===== src/rtl/fp_accum_seq_pkg.sv =====
// Shared fp definitions for the accumulation stage: default field widths,
// sFlags / exception / rounding bit indices and the sequencer state encoding.
package fp_accum_seq_pkg;

    localparam int FP_NEXP        = 5;
    localparam int FP_NSIG        = 10;
    localparam int FP_NTYPES      = 6;
    localparam int FP_NEXCEPTIONS = 5;
    localparam int FP_NRAS        = 4;
    localparam int FP_CNTW        = 16;

    // sFlags bit indices
    localparam int FLAG_NORMAL    = 0;
    localparam int FLAG_SUBNORMAL = 1;
    localparam int FLAG_ZERO      = 2;
    localparam int FLAG_INFINITY  = 3;
    localparam int FLAG_QNAN      = 4;
    localparam int FLAG_SNAN      = 5;

    // exception bit indices
    localparam int EXC_INVALID      = 0;
    localparam int EXC_DIVIDEBYZERO = 1;
    localparam int EXC_OVERFLOW     = 2;
    localparam int EXC_UNDERFLOW    = 3;
    localparam int EXC_INEXACT      = 4;

    // rounding attribute one-hot indices
    localparam int RA_TIES_EVEN  = 0;
    localparam int RA_TOWARD_ZERO = 1;
    localparam int RA_TOWARD_NEG = 2;
    localparam int RA_TOWARD_POS = 3;
    localparam int RA_TIES_AWAY  = 4;

    typedef enum logic [1:0] {
        ST_IDLE  = 2'd0,
        ST_ACCUM = 2'd1,
        ST_DONE  = 2'd2
    } acc_state_e;

endpackage


===== src/rtl/fp_accum_seq.sv =====
// fp_accum_seq: sequential accumulator placed in front of the combinational
// fp_as adder. It feeds {running sum, element} to fp_as, registers the sum on
// every accepted beat and presents one result per vector (ended by in_last).
// Optional build macro FP_ACCUM_COUNT_EN adds the out_count element counter.
module fp_accum_seq
    import fp_accum_seq_pkg::*;
#(
    parameter int NEXP        = FP_NEXP,
    parameter int NSIG        = FP_NSIG,
    parameter int NTYPES      = FP_NTYPES,
    parameter int NEXCEPTIONS = FP_NEXCEPTIONS,
    parameter int NRAS        = FP_NRAS
`ifdef FP_ACCUM_COUNT_EN
    ,
    parameter int CNTW        = FP_CNTW
`endif
) (
    input  logic                   clk,
    input  logic                   reset,
    input  logic                   in_valid,
    output logic                   in_ready,
    input  logic [NEXP+NSIG:0]     in_data,
    input  logic                   in_sub,
    input  logic [NRAS:0]          in_ra,
    input  logic                   in_last,
    output logic [NEXP+NSIG:0]     as_a,
    output logic [NEXP+NSIG:0]     as_b,
    output logic                   as_subtract,
    output logic [NRAS:0]          as_ra,
    input  logic [NEXP+NSIG:0]     as_s,
    input  logic [NTYPES-1:0]      as_sflags,
    input  logic [NEXCEPTIONS-1:0] as_exception,
    output logic                   out_valid,
    input  logic                   out_ready,
`ifdef FP_ACCUM_COUNT_EN
    output logic [CNTW-1:0]        out_count,
`endif
    output logic [NEXP+NSIG:0]     out_sum,
    output logic [NTYPES-1:0]      out_sflags,
    output logic [NEXCEPTIONS-1:0] out_exception
);

    acc_state_e               state_q, state_d;
    logic [NEXP+NSIG:0]       acc_q, acc_d;
    logic [NRAS:0]            ra_q, ra_d;
    logic [NTYPES-1:0]        sflags_q, sflags_d;
    logic [NEXCEPTIONS-1:0]   exc_q, exc_d;
    logic                     in_ready_q, in_ready_d;
    logic                     out_valid_q, out_valid_d;
    logic                     hs_s;

`ifdef FP_ACCUM_COUNT_EN
    logic [CNTW-1:0]          cnt_q, cnt_d;
`endif

    // The adder always sees the running sum and the element on the bus; the
    // rounding attribute is live from the input only before a vector starts.
    assign as_a        = acc_q;
    assign as_b        = in_data;
    assign as_subtract = in_sub;
    assign as_ra       = (state_q == ST_IDLE) ? in_ra : ra_q;

    assign hs_s = in_valid & in_ready_q;

    assign in_ready      = in_ready_q;
    assign out_valid     = out_valid_q;
    assign out_sum       = acc_q;
    assign out_sflags    = sflags_q;
    assign out_exception = exc_q;
`ifdef FP_ACCUM_COUNT_EN
    assign out_count     = cnt_q;
`endif

    // Next-state and datapath update for the IDLE/ACCUM/DONE sequencer.
    always_comb begin
        state_d  = state_q;
        acc_d    = acc_q;
        ra_d     = ra_q;
        sflags_d = sflags_q;
        exc_d    = exc_q;
`ifdef FP_ACCUM_COUNT_EN
        cnt_d    = cnt_q;
`endif
        case (state_q)
            ST_IDLE: begin
                if (hs_s) begin
                    acc_d    = as_s;
                    sflags_d = as_sflags;
                    exc_d    = as_exception;
                    ra_d     = in_ra;
                    state_d  = in_last ? ST_DONE : ST_ACCUM;
`ifdef FP_ACCUM_COUNT_EN
                    cnt_d    = {{(CNTW-1){1'b0}}, 1'b1};
`endif
                end else begin
                    state_d = ST_IDLE;
                end
            end
            ST_ACCUM: begin
                if (hs_s) begin
                    acc_d    = as_s;
                    sflags_d = as_sflags;
                    exc_d    = exc_q | as_exception;
                    state_d  = in_last ? ST_DONE : ST_ACCUM;
`ifdef FP_ACCUM_COUNT_EN
                    if (cnt_q != {CNTW{1'b1}}) begin
                        cnt_d = cnt_q + {{(CNTW-1){1'b0}}, 1'b1};
                    end else begin
                        cnt_d = cnt_q;
                    end
`endif
                end else begin
                    state_d = ST_ACCUM;
                end
            end
            ST_DONE: begin
                if (out_ready) begin
                    state_d  = ST_IDLE;
                    acc_d    = '0;
                    sflags_d = '0;
                    exc_d    = '0;
`ifdef FP_ACCUM_COUNT_EN
                    cnt_d    = '0;
`endif
                end else begin
                    state_d = ST_DONE;
                end
            end
            default: begin
                state_d  = ST_IDLE;
                acc_d    = '0;
                sflags_d = '0;
                exc_d    = '0;
            end
        endcase

        // Handshake flags are registered copies of where the FSM is headed,
        // giving exactly one dead cycle (DONE) between vectors.
        in_ready_d  = (state_d != ST_DONE);
        out_valid_d = (state_d == ST_DONE);
    end

    // State register with synchronous reset; reset abandons any partial vector.
    always_ff @(posedge clk) begin
        if (reset) begin
            state_q     <= ST_IDLE;
            acc_q       <= '0;
            ra_q        <= '0;
            sflags_q    <= '0;
            exc_q       <= '0;
            in_ready_q  <= 1'b0;
            out_valid_q <= 1'b0;
        end else begin
            state_q     <= state_d;
            acc_q       <= acc_d;
            ra_q        <= ra_d;
            sflags_q    <= sflags_d;
            exc_q       <= exc_d;
            in_ready_q  <= in_ready_d;
            out_valid_q <= out_valid_d;
        end
    end

`ifdef FP_ACCUM_COUNT_EN
    // Element counter, loaded on the first beat and saturating at all-ones.
    always_ff @(posedge clk) begin
        if (reset) begin
            cnt_q <= '0;
        end else begin
            cnt_q <= cnt_d;
        end
    end
`endif

endmodule


===== config.mk =====
export PLATFORM = sky130hd
export DESIGN_NAME = fp_accum_seq
export DESIGN_NICKNAME = d
export VERILOG_FILES = /design/src/rtl/fp_accum_seq_pkg.sv /design/src/rtl/fp_accum_seq.sv
export SDC_FILE = /design/constraint.sdc
export NUM_CORES = 1
export LEC_CHECK = 0
export CAP_MARGIN = 10
export CORE_MARGIN = 2
export CORE_UTILIZATION = 31
export CTS_CLUSTER_SIZE = 16
export DETAILED_ROUTE_END_ITERATION = 8
export PLACE_DENSITY = 0.79
export SKIP_CTS_REPAIR_TIMING = 1
export SLEW_MARGIN = 20
export SYNTH_ARGS = -nofsm -noshare
export SYNTH_HDL_FRONTEND = slang
export SYNTH_SLANG_ARGS = --single-unit

===== constraint.sdc =====
create_clock -name clk -period 1.24 [get_ports clk]
set_input_delay 0.248 -clock clk [delete_from_list [all_inputs] [get_ports clk]]
set_output_delay 0.248 -clock clk [all_outputs]
set_load 0.01 [all_outputs]

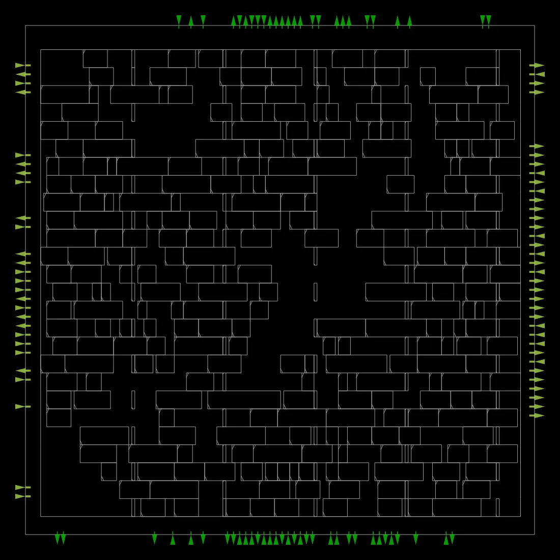
run_1/placement.png
Well Taps: 70
core area: 5140 µm²

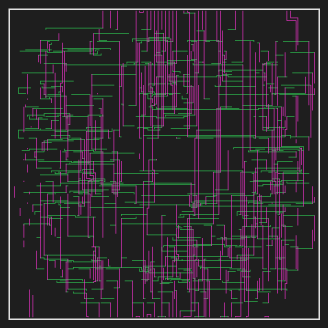
run_1/wires.png
Scale: 4 px per µm. Two of the layers only.
| colour | layer | wire length |
|---|---|---|
| magenta | metal 2 | 2,730 µm |
| green | metal 1 | 2,100 µm |
via count: 1,557
WL/cell: 15.68 µm
GRT Overall Usage: 13.56%

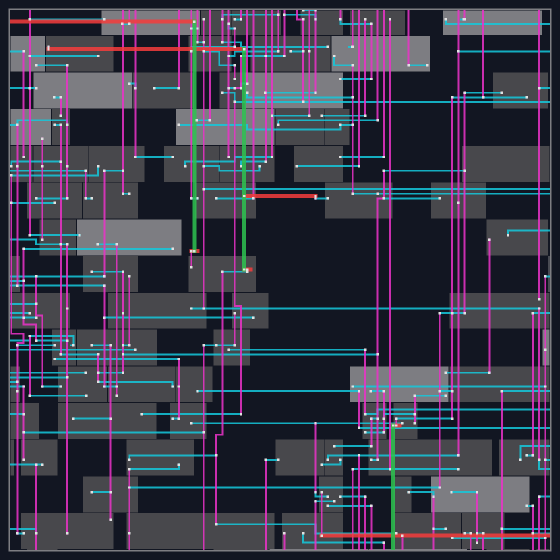
run_1/detail.png
Window x 19 to 59, y 19 to 59 µm. Cells in grey, sequential cells in the stronger grey; small squares are vias.
| colour | layer |
|---|---|
| magenta | metal 2 |
| cyan | metal 1 |
| red | metal 3 |
| green | metal 4 |
most frequent: dfxtp_1 (8), buf_6 (7), buf_4 (7)
netlist names of flops here include: `as_a` (4), `out_sflags` (3)
sequential cells in the window: 9
cells with their middle in the window: 68

==> CHANGELOG.md, run 1 <==
### Metrics

* Area leader, netlist: dfxtp_1
* Synth top cell by count: dfxtp_1
* Setup crit end: as_ra[1]
* Total power at 0.002983 W
* Initial DRC Count at 28
* M1 wire length at 2099 µm
* Synth Flop Type: dfxtp_1
* Row count at 26
* Clock transition at path regs at 70 ps
* CP arrival at 1350 ps
* Pre-antenna DRT Iters at 3
* Met2 usage at 25.00%
* Hold_sp: out_sflags[3]
* Worst Path Buf+Inv at 2
* Cell class ranked first by area: buffers
* Status: complete, but fails checks
* Min Tclk post-route at 1598 ps
* Req. time, crit path at 990 ps
* Synth cell count leaders: dfxtp_1 (36), buf_4 (33), a21oi_1 (24)
* Top routing layer used: met4
* Clk pwr share at 34.1%
* Final Cycle Share at 128.9%
* Total wire length at 5206 µm
* Top logic family: buffers and inverters
* Fp util at 32.23%
* Flop share of the area at 23.28%
* Critical path's slowest cell: dfxtp_2
* Hold Path Depth at 2
* Final setup violation count at 40
* Net count, final at 315
* Largest net degree at the start of global routing at 23
* Layer with the highest usage: met2
* Sw frac at 25.50%
* Die X at 77.10 µm
* Final Non-Filler Cells at 332
* Number of global-route vias before repair at 1,385
* Reg power frac at 42.0%
* Worst path most repeated cell: buf_6
* Crit start category: flip-flop
* Mapped Area at 1657 µm²
* Mux frac, synth at 7.024%
* Violated checks: negative setup slack
* Port-buffer cells at 86
* First-pass GRT wire length at 6451 µm
* Slew @ Worst Pin at 329.7 ps
* Yosys cell count at 188
* Final worst slack at -358.2 ps
* Comb gates at 106
* Clk power at 0.00102 W
* Ys flops at 36
* DRC at 0
* Power per standard cell area at 958.5 nW/µm²
* Ys async rst share at 0%
* Grt ovf at 0
* Post-layout util at 60.54%
* Internal at 0.002222 W
* MaxCap Viol Count at 0
* Pleak at 1.919 nW
* Simple share at 13.14%
* TritonCTS clock tree: built
* Antenna Violating Nets Remaining at 0
* Max reg flops at 16
* GP Congestion at 0.7157
* Num CTS Buffers at 5
* Seq group at 0.00125 W
* Layout Skew at 4.145 ps
* CTS Sinks at 36
* Worst path top cell family by delay: flip-flops
* Worst Setup End Kind: primary output
* Syn Area/Cell at 8.812 µm²
* Final Max Tran Viols at 0
* Clk_lat worst skew at 280 ps
* Comb/total area at 28.75%
* WP depth at 4
* Reg2reg path depth at 6
* I/O pins at 121
* Min-delay worst type: flip-flop to flip-flop
* Adder-cell share of the synthesized area at 0%
* # clk buffers at 6
* Die Ht at 77.10 µm
* Chip area at 5944 µm²
* Comb pwr share at 23.9%
* Critical path class: flip-flop to primary output
* Met3 Usage GRT at 3.765%
* Post-DP Area at 2404 µm²
* CTS max path bufs at 2
* Layout area overhead at 87.84%
==> inputs of run 2 (changes only) <==
--- a/config.mk
+++ b/config.mk
@@ -6,13 +6,11 @@
 export NUM_CORES = 1
 export LEC_CHECK = 0
 export CAP_MARGIN = 10
-export CORE_MARGIN = 2
 export CORE_UTILIZATION = 31
 export CTS_CLUSTER_SIZE = 16
 export DETAILED_ROUTE_END_ITERATION = 8
 export PLACE_DENSITY = 0.79
 export SKIP_CTS_REPAIR_TIMING = 1
-export SLEW_MARGIN = 20
 export SYNTH_ARGS = -nofsm -noshare
 export SYNTH_HDL_FRONTEND = slang
 export SYNTH_SLANG_ARGS = --single-unit
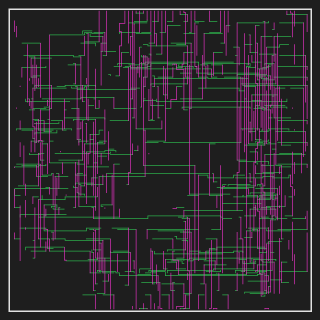
run_2/wires.png
Scale: 4 px per µm. Two of the layers only.
| colour | layer | wire length |
|---|---|---|
| magenta | metal 2 | 2,650 µm |
| green | metal 1 | 1,900 µm |
GRT Overall Usage: 13.55%
WL/cell: 14.97 µm
total wire length: 4940 µm
via count: 1,549

==> CHANGELOG.md, run 2 <==
### Metrics

* Internal at 0.001998 W (-10%)
* Setup crit end: as_ra[0]
* Post-layout util at 59.96% (-0.58 points)
* Final Cycle Share at 123.4% (-5.5 points)
* DRC at 0 (unchanged)
* I/O pins at 121 (unchanged)
* Worst path top cell family by delay: flip-flops
* Comb gates at 106 (unchanged)
* Worst Setup End Kind: primary output
* Final setup violation count at 30 (-25%)
* Met2 usage at 25.03% (+0.025 points)
* CTS max path bufs at 2 (unchanged)
* Logic area at 915.9 µm²
* Number of global-route vias before repair at 1,275 (-7.9%)
* TritonCTS clock tree: built
* Max reg flops at 16 (unchanged)
* Synth Flop Type: dfxtp_1
* Total power at 0.002723 W (-8.7%)
* WP depth at 4 (unchanged)
* Clock transition at path regs at 70 ps (about the same)
* Area leader, netlist: dfxtp_1
* Net count, final at 314 (-0.32%)
* Mux frac, synth at 7.024% (unchanged)
* Mapped Area at 1657 µm² (unchanged)
* Pre-antenna DRT Iters at 4 (+1)
* MaxCap Viol Count at 0 (unchanged)
* Flop share of the area at 23.47% (+0.19 points)
* Fp util at 32.23% (unchanged)
* Die Ht at 75.10 µm (-2.6%)
* Row count at 26 (unchanged)
* Adder-cell share of the synthesized area at 0% (unchanged)
* # clk buffers at 6 (unchanged)
* First-pass GRT wire length at 5664 µm (-12%)
* Hold_sp: out_sflags[0]
* Post-DP Area at 2426 µm² (+0.94%)
* Worst Path Buf+Inv at 2 (unchanged)
* Violated checks: negative setup slack
* Synth top cell by count: dfxtp_1
* Comb pwr share at 25.8% (+1.9 points)
* Simple share at 13.14% (unchanged)
* Layout Skew at 3.338 ps (-0.8074 ps)
* Comb/total area at 29.72% (+0.97 points)
* Core area at 5140 µm² (unchanged)
* Ys async rst share at 0% (unchanged)
* Port-buffer cells at 86 (unchanged)
* Reg power frac at 46.1% (+4.1 points)
* Well Taps at 70 (unchanged)
* Layer with the highest usage: met2
* Initial DRC Count at 51 (+82%)
* Setup TNS at -4558 ps
* Critical path class: flip-flop to primary output
* Syn Area/Cell at 8.812 µm² (unchanged)
* Status: complete, but fails checks
* YS warnings at 0
* Min-delay worst type: flip-flop to flip-flop
* Worst path most repeated cell: buf_6
* CTS Sinks at 36 (unchanged)
* Final Max Tran Viols at 0 (unchanged)
* Chip area at 5640 µm² (-5.1%)
* Reg2reg path depth at 5 (-1)
* CP arrival at 1280 ps (-70 ps)
* Final Non-Filler Cells at 330 (-0.60%)
* Clk pwr share at 28.1% (-6.0 points)
* Cell class ranked first by area: buffers
* Met3 Usage GRT at 5.221% (+1.5 points)
* Req. time, crit path at 990 ps (about the same)
* Seq group at 0.00126 W (about the same)
* Yosys cell count at 188 (unchanged)
* Clk power at 0.000764 W (-25%)
* Grt ovf at 0 (unchanged)
* Final worst slack at -289.8 ps (+68.42 ps)
* Pleak at 1.906 nW (-0.65%)
* Tool warning count at 27
* Sw frac at 26.61% (+1.1 points)
* Antenna Violating Nets Remaining at 0 (unchanged)
Power and IR drop assume default switching activity.
